==> config.mk <==
export PLATFORM = sky130hd
export DESIGN_NAME = avm_cmd_master
export DESIGN_NICKNAME = d
export VERILOG_FILES = /design/src/rtl/avm_cmd_master.sv
export SDC_FILE = /design/constraint.sdc
export NUM_CORES = 1
export LEC_CHECK = 0
export ABC_AREA = 1
export CAP_MARGIN = 15
export CORE_UTILIZATION = 50
export CTS_BUF_LIST = sky130_fd_sc_hd__clkbuf_4 sky130_fd_sc_hd__clkbuf_8
export CTS_CLUSTER_DIAMETER = 100
export CTS_CLUSTER_SIZE = 12
export DETAILED_ROUTE_END_ITERATION = 10
export GPL_TIMING_DRIVEN = 1
export MAX_ROUTING_LAYER = met4
export PLACE_DENSITY = 0.75
export SLEW_MARGIN = 25
export SYNTH_ARGS = -nofsm -noshare
export SYNTH_HDL_FRONTEND = slang
export SYNTH_SLANG_ARGS = --single-unit
==> constraint.sdc <==
create_clock -name CLK -period 4.45 [get_ports CLK]
set_clock_uncertainty 0.1 [all_clocks]
set_input_delay 0.89 -clock CLK [delete_from_list [all_inputs] [get_ports CLK]]
set_output_delay 0.89 -clock CLK [all_outputs]
set_load 0.02 [all_outputs]
**Metal 3**

Drawn at 2 px/µm. Cells faint in the background.
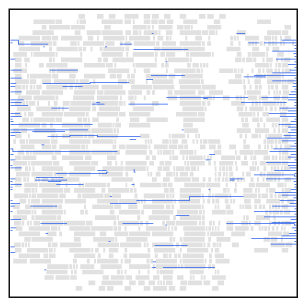
wire length on this layer	1330 µm
share of all routed wire	6.3%
nets with wire on the layer	138
DRT Wirelength: 21000 µm
DR vias: 6749
global routing usage on met3: 3.45%

**Supply network**

Drawn at 2 px/µm. Pins as bars on the die edge. Tap cells in grey.
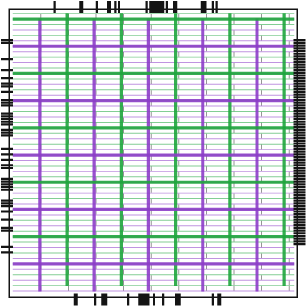
net	colour
VDD	green
VSS	purple
met4 straps	10
signal pins	160
met5 straps	10
area of the core: 19500 µm²
die width: 143 µm
Die Ht: 143 µm
IR Drop Worst-Case VDD: 0.368 mV

**Clock nets**

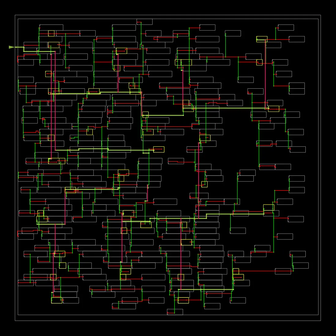
clock group power: 0.00145 W
number of clock sinks seen by CTS: 257
number of clock buffers inserted by TritonCTS: 25
clock insertion delay at the later pin of the skew report: 0.55 ns
sequential cell count of the final layout: 257

==> summary.txt <==
Notes from the flow run.

STA:
- The run gives the share of the clock period used by the worst path as 80.8%.
- The worst-case max-slew headroom was logged as 34.3%.

Hold path:
- According to the hold report, the worst path is of the reg2reg type.

Yosys:
- The run puts the number of nets produced by synthesis at 965.
- Ranked by total cell area, the synthesized netlist is headed by sky130_fd_sc_hd__edfxtp_1 (52%), sky130_fd_sc_hd__dfxtp_1 (17%), sky130_fd_sc_hd__nor2_1 (4.7%).
- The run gives the AND-OR/OR-AND share of the synthesized area as 9.71%.
- Yosys instantiated no cell more often than sky130_fd_sc_hd__edfxtp_1.
- The run puts the number of enable flip-flop cells at around 170.
- The area recorded from the Yosys report for this design is 9980 µm².
- Of the post-synthesis cell area, the part taken by muxes is 3.21%.

Status:
- The flow ran to the end, and the final reports show no timing, DRC or antenna violations.

Finish:
- The largest cell class by area is sequential cells.
- The run puts the multi-input combinational area share at a little over a fifth.
- Between the synthesized netlist and the finished layout, the area growth was recorded as 22.7%.

Placement:
- The run gives the worst setup slack before clock tree synthesis as 0.893 ns.

Routing:
- Dividing the detail-routed wire length by the instance count gives between 15 and 20 µm.

Floorplanning:
- The die covers 20500 µm².

Worst setup path:
- The run puts the number of cells on the worst reg-to-reg path at 12.
- The run gives the number of buffers and inverters on the critical path as 3.

Power:
- The run puts the net switching power at about 0.0019 W.
- The run puts the portion of total power attributed to the clock network at 24.5%.
Power and IR drop assume default switching activity.
